Selected gate families:
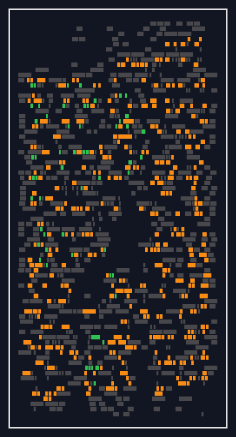
Placement by cell class:
Bar = 20 um.
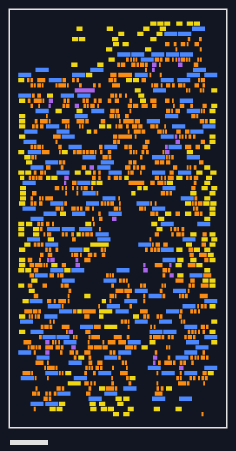
Clock network drawn from the DEF:
Bar = 20 um.
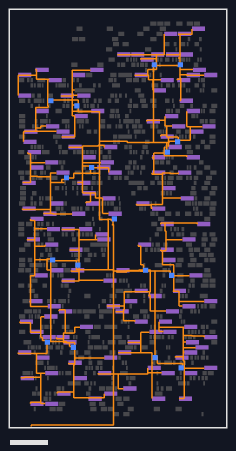
Placement view:
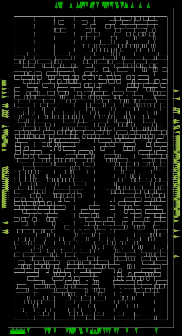
Met2 routing:
Cells faint in the background.
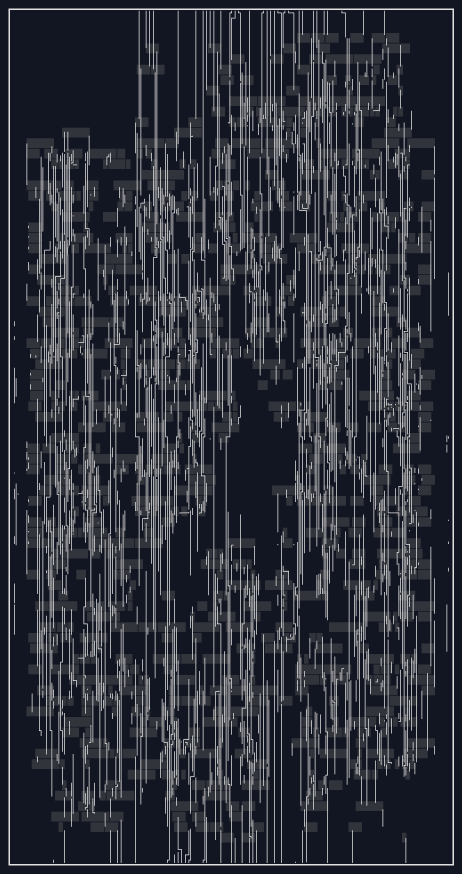
File: config.mk
export PLATFORM = sky130hd
export DESIGN_NAME = alu_issue_stage_flat
export DESIGN_NICKNAME = d
export VERILOG_FILES = /design/src/rtl/alu_issue_stage_pkg.sv /design/src/rtl/alu_issue_stage_if.sv /design/src/rtl/alu_issue_stage_decode.sv /design/src/rtl/alu_issue_stage.sv /design/src/flat_wrapper.sv
export SDC_FILE = /design/constraint.sdc
export NUM_CORES = 1
export LEC_CHECK = 0
export CAP_MARGIN = 25
export CORE_ASPECT_RATIO = 2
export CORE_MARGIN = 4
export CORE_UTILIZATION = 30
export CTS_BUF_LIST = sky130_fd_sc_hd__clkbuf_4
export DETAILED_ROUTE_END_ITERATION = 16
export PLACE_DENSITY = 0.5
export SKIP_LAST_GASP = 1
export SLEW_MARGIN = 20
export SYNTH_ARGS = -nofsm -noshare
export SYNTH_HDL_FRONTEND = slang
export SYNTH_SLANG_ARGS = --single-unit
File: constraint.sdc
create_clock -name clk -period 4.07 [get_ports clk]
set_input_delay 0.6105 -clock clk [delete_from_list [all_inputs] [get_ports clk]]
set_output_delay 0.6105 -clock clk [all_outputs]
set_load 0.1 [all_outputs]
File: src/rtl/alu_issue_stage_pkg.sv
// Shared types and constants for the ALU issue stage (decode + 2-entry skid buffer).
// Latency: none (declarations only).
// Backpressure: n/a. Optional lui decode is enabled by ALU_ISSUE_LUI_EN.
package alu_issue_stage_pkg;

  localparam int DATA_WIDTH = 32;
  localparam int OPRN_WIDTH = 6;
  localparam logic [OPRN_WIDTH-1:0] ILLEGAL_OPRN = 6'h00;

  // Primary opcodes (INSTR[31:26])
  localparam logic [5:0] OPC_RTYPE = 6'h00;
  localparam logic [5:0] OPC_BEQ   = 6'h04;
  localparam logic [5:0] OPC_BNE   = 6'h05;
  localparam logic [5:0] OPC_ADDI  = 6'h08;
  localparam logic [5:0] OPC_SLTI  = 6'h0A;
  localparam logic [5:0] OPC_ANDI  = 6'h0C;
  localparam logic [5:0] OPC_ORI   = 6'h0D;
  localparam logic [5:0] OPC_LUI   = 6'h0F;
  localparam logic [5:0] OPC_MULI  = 6'h1D;
  localparam logic [5:0] OPC_LW    = 6'h23;
  localparam logic [5:0] OPC_SW    = 6'h2B;

  // R-type function codes (INSTR[5:0])
  localparam logic [5:0] FN_SLL = 6'h00;
  localparam logic [5:0] FN_SRL = 6'h02;
  localparam logic [5:0] FN_ADD = 6'h20;
  localparam logic [5:0] FN_SUB = 6'h22;
  localparam logic [5:0] FN_AND = 6'h24;
  localparam logic [5:0] FN_OR  = 6'h25;
  localparam logic [5:0] FN_NOR = 6'h27;
  localparam logic [5:0] FN_SLT = 6'h2A;
  localparam logic [5:0] FN_MUL = 6'h2C;

  // ALU operation codes
  localparam logic [OPRN_WIDTH-1:0] ALU_OPRN_ADD = 6'h01;
  localparam logic [OPRN_WIDTH-1:0] ALU_OPRN_SUB = 6'h02;
  localparam logic [OPRN_WIDTH-1:0] ALU_OPRN_MUL = 6'h03;
  localparam logic [OPRN_WIDTH-1:0] ALU_OPRN_SHL = 6'h04;
  localparam logic [OPRN_WIDTH-1:0] ALU_OPRN_SHR = 6'h05;
  localparam logic [OPRN_WIDTH-1:0] ALU_OPRN_AND = 6'h06;
  localparam logic [OPRN_WIDTH-1:0] ALU_OPRN_OR  = 6'h07;
  localparam logic [OPRN_WIDTH-1:0] ALU_OPRN_NOR = 6'h08;
  localparam logic [OPRN_WIDTH-1:0] ALU_OPRN_SLT = 6'h09;

  // Skid-buffer occupancy
  typedef enum logic [1:0] {
    ST_EMPTY = 2'd0,
    ST_ONE   = 2'd1,
    ST_TWO   = 2'd2
  } state_t;

  // One decoded ALU request
  typedef struct packed {
    logic [DATA_WIDTH-1:0] op1;
    logic [DATA_WIDTH-1:0] op2;
    logic [OPRN_WIDTH-1:0] oprn;
    logic                  illegal;
  } entry_t;

endpackage

File: src/rtl/alu_issue_stage_if.sv
// Upstream (instr + register reads) and downstream (ALU request) handshake bundle.
// Latency: none (wiring only).
// Backpressure: valid/ready on both sides; master = environment, slave = issue stage.
interface alu_issue_stage_if;
  import alu_issue_stage_pkg::*;

  logic                  in_valid;
  logic                  in_ready;
  logic [DATA_WIDTH-1:0] instr;
  logic [DATA_WIDTH-1:0] r1_data;
  logic [DATA_WIDTH-1:0] r2_data;
  logic                  out_valid;
  logic                  out_ready;
  logic [DATA_WIDTH-1:0] op1;
  logic [DATA_WIDTH-1:0] op2;
  logic [OPRN_WIDTH-1:0] oprn;
  logic                  illegal;

  modport master (
    output in_valid, instr, r1_data, r2_data, out_ready,
    input  in_ready, out_valid, op1, op2, oprn, illegal
  );

  modport slave (
    input  in_valid, instr, r1_data, r2_data, out_ready,
    output in_ready, out_valid, op1, op2, oprn, illegal
  );

endinterface

File: src/rtl/alu_issue_stage_decode.sv
// Combinational MIPS-style decode: instruction + rs/rt data -> ALU operands and op-code.
// Latency: 0 cycles.
// Backpressure: none; ALU_ISSUE_LUI_EN adds lui, otherwise op 0F is illegal.
module alu_issue_stage_decode
  import alu_issue_stage_pkg::*;
(
  input  logic [DATA_WIDTH-1:0] instr,
  input  logic [DATA_WIDTH-1:0] r1_data,
  input  logic [DATA_WIDTH-1:0] r2_data,
  output logic [DATA_WIDTH-1:0] op1,
  output logic [DATA_WIDTH-1:0] op2,
  output logic [OPRN_WIDTH-1:0] oprn,
  output logic                  illegal
);

  logic [5:0]            opc;
  logic [5:0]            funct;
  logic [4:0]            shamt;
  logic [15:0]           imm;
  logic [DATA_WIDTH-1:0] imm_sx;
  logic [DATA_WIDTH-1:0] imm_zx;
  logic                  unused_regfields;

  assign opc    = instr[31:26];
  assign funct  = instr[5:0];
  assign shamt  = instr[10:6];
  assign imm    = instr[15:0];
  assign imm_sx = {{16{imm[15]}}, imm};
  assign imm_zx = {16'h0000, imm};
  // rs/rt select fields are consumed by the register file, not here
  assign unused_regfields = ^instr[25:16];

  // Default to the illegal encoding; each legal pattern overrides all four outputs
  always_comb begin
    op1     = '0;
    op2     = '0;
    oprn    = ILLEGAL_OPRN;
    illegal = 1'b1;
    case (opc)
      OPC_RTYPE: begin
        case (funct)
          FN_ADD, FN_SUB, FN_MUL, FN_AND, FN_OR, FN_NOR, FN_SLT: begin
            op1     = r1_data;
            op2     = r2_data;
            illegal = 1'b0;
            case (funct)
              FN_ADD:  oprn = ALU_OPRN_ADD;
              FN_SUB:  oprn = ALU_OPRN_SUB;
              FN_MUL:  oprn = ALU_OPRN_MUL;
              FN_AND:  oprn = ALU_OPRN_AND;
              FN_OR:   oprn = ALU_OPRN_OR;
              FN_NOR:  oprn = ALU_OPRN_NOR;
              default: oprn = ALU_OPRN_SLT;
            endcase
          end
          FN_SLL, FN_SRL: begin
            // shifts operate on rt by the encoded shift amount
            op1     = r2_data;
            op2     = {27'd0, shamt};
            oprn    = (funct == FN_SLL) ? ALU_OPRN_SHL : ALU_OPRN_SHR;
            illegal = 1'b0;
          end
          default: ;
        endcase
      end
      OPC_ADDI, OPC_LW, OPC_SW: begin
        op1 = r1_data; op2 = imm_sx; oprn = ALU_OPRN_ADD; illegal = 1'b0;
      end
      OPC_MULI: begin
        op1 = r1_data; op2 = imm_sx; oprn = ALU_OPRN_MUL; illegal = 1'b0;
      end
      OPC_ANDI: begin
        op1 = r1_data; op2 = imm_zx; oprn = ALU_OPRN_AND; illegal = 1'b0;
      end
      OPC_ORI: begin
        op1 = r1_data; op2 = imm_zx; oprn = ALU_OPRN_OR; illegal = 1'b0;
      end
      OPC_SLTI: begin
        op1 = r1_data; op2 = imm_sx; oprn = ALU_OPRN_SLT; illegal = 1'b0;
      end
      OPC_BEQ, OPC_BNE: begin
        // subtract; the ALU zero flag resolves the branch
        op1 = r1_data; op2 = r2_data; oprn = ALU_OPRN_SUB; illegal = 1'b0;
      end
`ifdef ALU_ISSUE_LUI_EN
      OPC_LUI: begin
        op1 = imm_zx; op2 = 32'd16; oprn = ALU_OPRN_SHL; illegal = 1'b0;
      end
`endif
      default: ;
    endcase
  end

endmodule

File: src/rtl/alu_issue_stage.sv
// ALU issue stage: decodes each accepted instruction into a 2-entry skid buffer (macro ALU_ISSUE_LUI_EN enables lui).
// Latency: 1 cycle from in-fire to OUT_VALID when empty; full throughput when downstream ready.
// Backpressure: IN_READY is registered and drops only when both entries are full; outputs hold while stalled.
module alu_issue_stage
  import alu_issue_stage_pkg::*;
(
  input  logic               clk,
  input  logic               rst,
  alu_issue_stage_if.slave   ifc
);

  state_t                state;
  entry_t                out_q;
  entry_t                skid_q;
  entry_t                dec;
  logic                  out_valid_q;
  logic                  in_ready_q;
  logic                  in_fire;
  logic                  out_fire;
  logic [DATA_WIDTH-1:0] dec_op1;
  logic [DATA_WIDTH-1:0] dec_op2;
  logic [OPRN_WIDTH-1:0] dec_oprn;
  logic                  dec_illegal;

  alu_issue_stage_decode u_decode (
    .instr   (ifc.instr),
    .r1_data (ifc.r1_data),
    .r2_data (ifc.r2_data),
    .op1     (dec_op1),
    .op2     (dec_op2),
    .oprn    (dec_oprn),
    .illegal (dec_illegal)
  );

  assign dec      = '{op1: dec_op1, op2: dec_op2, oprn: dec_oprn, illegal: dec_illegal};
  assign in_fire  = ifc.in_valid & in_ready_q;
  assign out_fire = out_valid_q & ifc.out_ready;

  // Skid FSM: output register feeds the ALU, skid register absorbs one extra entry
  always_ff @(posedge clk) begin
    if (rst) begin
      state       <= ST_EMPTY;
      out_q       <= '0;
      skid_q      <= '0;
      out_valid_q <= 1'b0;
      in_ready_q  <= 1'b1;
    end else begin
      case (state)
        ST_EMPTY: begin
          if (in_fire) begin
            out_q       <= dec;
            out_valid_q <= 1'b1;
            state       <= ST_ONE;
          end
        end
        ST_ONE: begin
          if (in_fire && out_fire) begin
            out_q <= dec;
          end else if (in_fire) begin
            skid_q     <= dec;
            in_ready_q <= 1'b0;
            state      <= ST_TWO;
          end else if (out_fire) begin
            out_valid_q <= 1'b0;
            state       <= ST_EMPTY;
          end
        end
        ST_TWO: begin
          if (out_fire) begin
            out_q      <= skid_q;
            in_ready_q <= 1'b1;
            state      <= ST_ONE;
          end
        end
        default: begin
          state       <= ST_EMPTY;
          out_valid_q <= 1'b0;
          in_ready_q  <= 1'b1;
        end
      endcase
    end
  end

  assign ifc.in_ready  = in_ready_q;
  assign ifc.out_valid = out_valid_q;
  assign ifc.op1       = out_q.op1;
  assign ifc.op2       = out_q.op2;
  assign ifc.oprn      = out_q.oprn;
  assign ifc.illegal   = out_q.illegal;

endmodule

File: src/flat_wrapper.sv
// flat-port wrapper written by rule: the top's interface ports become plain ports
module alu_issue_stage_flat import alu_issue_stage_pkg::*;
  (clk, rst, ifc_in_valid, ifc_instr, ifc_r1_data, ifc_r2_data, ifc_out_ready, ifc_in_ready, ifc_out_valid, ifc_op1, ifc_op2, ifc_oprn, ifc_illegal);
  alu_issue_stage_if ifc_i ();
  input  logic clk;
  input  logic rst;
  input wire logic [$bits(ifc_i.in_valid)-1:0] ifc_in_valid;
  input wire logic [$bits(ifc_i.instr)-1:0] ifc_instr;
  input wire logic [$bits(ifc_i.r1_data)-1:0] ifc_r1_data;
  input wire logic [$bits(ifc_i.r2_data)-1:0] ifc_r2_data;
  input wire logic [$bits(ifc_i.out_ready)-1:0] ifc_out_ready;
  output wire logic [$bits(ifc_i.in_ready)-1:0] ifc_in_ready;
  output wire logic [$bits(ifc_i.out_valid)-1:0] ifc_out_valid;
  output wire logic [$bits(ifc_i.op1)-1:0] ifc_op1;
  output wire logic [$bits(ifc_i.op2)-1:0] ifc_op2;
  output wire logic [$bits(ifc_i.oprn)-1:0] ifc_oprn;
  output wire logic [$bits(ifc_i.illegal)-1:0] ifc_illegal;
  assign ifc_i.in_valid = ifc_in_valid;
  assign ifc_i.instr = ifc_instr;
  assign ifc_i.r1_data = ifc_r1_data;
  assign ifc_i.r2_data = ifc_r2_data;
  assign ifc_i.out_ready = ifc_out_ready;
  assign ifc_in_ready = ifc_i.in_ready;
  assign ifc_out_valid = ifc_i.out_valid;
  assign ifc_op1 = ifc_i.op1;
  assign ifc_op2 = ifc_i.op2;
  assign ifc_oprn = ifc_i.oprn;
  assign ifc_illegal = ifc_i.illegal;
  alu_issue_stage u_core (.clk(clk), .rst(rst), .ifc(ifc_i));
endmodule
==> flow_metrics.tcl <==
# implementation run metrics
set metrics [dict create \
    finalSetupViolations 0 \
    drc 0 \
    numCtsBuffers 17 \
    nets 1044 \
    startpoint_type "flip-flop" \
    yosys_area_sq_um 6790 \
    cts_setup_buffers 0 \
    routed_wl_um 25800 \
    synth-warning-count 0 \
    wl_met1_um 9440 \
    drive_gt1_share_pct 9.73 \
    fp.dieH_um 221 \
    area_growth_syn_to_layout_pct 29.7 \
    slowest_stage "clkdlybuf4s50_1" \
    ys.flop_type "dfxtp_1" \
    die_w_um 114 \
    clock-root-buffer "clkbuf_4" \
    ys_sh_simple_pct 17.5 \
    total_power_w 0.00368 \
    avgViaCountPerCell 5.40 \
    final_area_sq_um 8810 \
    slew_headroom_pct 28.1 \
    rsz0062_at_grt "false" \
    slowest_delay_ns 1.18 \
    floorplan.core_util_pct 30.6 \
    clockPowerShare_pct 22.3 \
    run_status "finished clean" \
    path_max_fanout 7 \
    period_minus_slack_ns 2.85 \
    cts_tree "yes" \
    comb_cell_power_w 0.00128 \
    warnings 38 \
    ant_nets 0 \
    hold_path.class "reg -> reg" \
    async_flop_share_pct 0 \
    cts_hold_buf 0 \
    grt_pass1_vias 6665 \
    syn_area_sq_um 6790 \
    gp_congestion 0.835 \
    vdd_drop_max_mv 0.245 \
    ys_sh_mux_pct 0 \
]
-- 'selected gate families' (at the start) --
nand cells: marked green, cells 56, most used nand2_1. aoi and oai cells: marked orange, cells 335, most used a21oi_1, where widely spread.

-- 'placement by cell class' (at the start) --
sequential cells: marked blue, cells 142. remaining buffers and delay cells: marked yellow, cells 176. combinational and other logic: marked orange, cells 607. clock drivers and dummy loads: marked purple, cells 31.

-- 'clock network drawn from the DEF' (at the start) --
clock drivers: marked blue, count 17. clock wires: marked orange, length 2,160 um. flip-flops: marked purple, count 142.
Position of the flops: widely spread. There are 18 routed clock nets.

-- 'placement view' (at the start) --
row cnt: 77
n_taps: 276
Fill cells: 2,337
final core occ: 39.7%
core region area: 22,200 sq um

-- 'met2 routing' (at the start) --
The longest straight run is 76.0 um. The layer carries 13,800 um of wire.

[layout by cell type (no fill, tap or decap), types with 3 or more instances in the layout]
cell / n
a21oi_1: 132
clkinv_1: 6
a31oi_1: 3
nand2_1: 28
o21ai_0: 44
nand2b_1: 3
a22oi_1: 33
nand3_1: 23
nor2b_1: 3
clkinv_2: 6
or3_1: 18
dfxtp_1: 142
nor4_1: 3
a21boi_0: 3
nor3_1: 4
buf_4: 13
buf_12: 3
a22oi_2: 10
a222oi_1: 5
nor3b_1: 5
a211oi_1: 67
clkdlybuf4s50_1: 159
clkbuf_4: 19
a211oi_2: 28
nor2_1: 152
[final cells by class]
class	instances	area (sq um)	share of cell area, %
Multi-Input combinational cell	603	3600	40.9
Sequential cell	142	2840	32.3
Timing Repair Buffer	176	1780	20.2
Tap cell	276	345	3.92
Clock buffer	19	143	1.62
Clock inverter	12	78.8	0.895
Inverter	4	15.0	0.171
Antenna cell	1	2.50	0.0284
[worst min-delay path, stage by stage (launching register included)]
cell     delay, ns
dfxtp_1       0.33
nand2_1       0.05
a21oi_1       0.05
[cell usage after synthesis, types with 4 or more instances]
| cell type | count | area share [%] |
|---|---|---|
| a22oi_2 | 10 | 1.8 |
| nand2b_1 | 4 | 0.37 |
| a211oi_1 | 67 | 7.4 |
| a211oi_2 | 28 | 5.2 |
| nor2_1 | 153 | 8.5 |
| a21oi_1 | 132 | 9.7 |
| nor3b_1 | 5 | 0.55 |
| buf_2 | 30 | 2.2 |
| nand2_1 | 28 | 1.5 |
| nand3_1 | 23 | 1.7 |
| o21ai_0 | 44 | 3.2 |
| nor3_1 | 4 | 0.29 |
| clkbuf_1 | 43 | 2.4 |
| buf_4 | 5 | 0.55 |
| or3_1 | 18 | 1.7 |
| a22oi_1 | 33 | 3.6 |
| a222oi_1 | 5 | 0.74 |
| dfxtp_1 | 142 | 42 |
[flip-flops by register name (all words and copies together), names as in the netlist]
signal,flops
u_core.ifc.illegal,1
u_core.ifc.in_ready,1
u_core.ifc.op1,32
u_core.ifc.op2,32
u_core.ifc.oprn,4
u_core.ifc.out_valid,1
u_core.skid_q,69
u_core.state,2
[worst paths after layout]
check,startpoint,endpoint,slack (ns),cells after the start
worst max-delay path,u_core.ifc.in_ready$_SDFFE_PP1P_,ifc_in_ready,1.22,1
worst min-delay path,u_core.skid_q[3]$_SDFFE_PP0P_,u_core.skid_q[3]$_SDFFE_PP0P_,0.46,2
worst max register to register,u_core.state[0]$_SDFFE_PP0P_,u_core.ifc.op1[3]$_SDFFE_PP0P_,1.86,6
worst min register to register,u_core.skid_q[3]$_SDFFE_PP0P_,u_core.skid_q[3]$_SDFFE_PP0P_,0.46,2
[metal layers]
layer | up-vias | GRT usage, %
met3 | 42 | 5.01
li1 | 3257 | -
met4 | 0 | 10.3
met5 | - | 0
met1 | 3163 | 21.6
met2 | 198 | 37.8
[metrics by stage]
stage | setup slack [ns] | utilization (%)
floorplan | 1.59 | -
global placement | 0.844 | 38.6
detailed placement | 0.796 | 38.7
CTS | 1.15 | 39.7
global route | 1.10 | 39.7
finish | 1.22 | 39.7
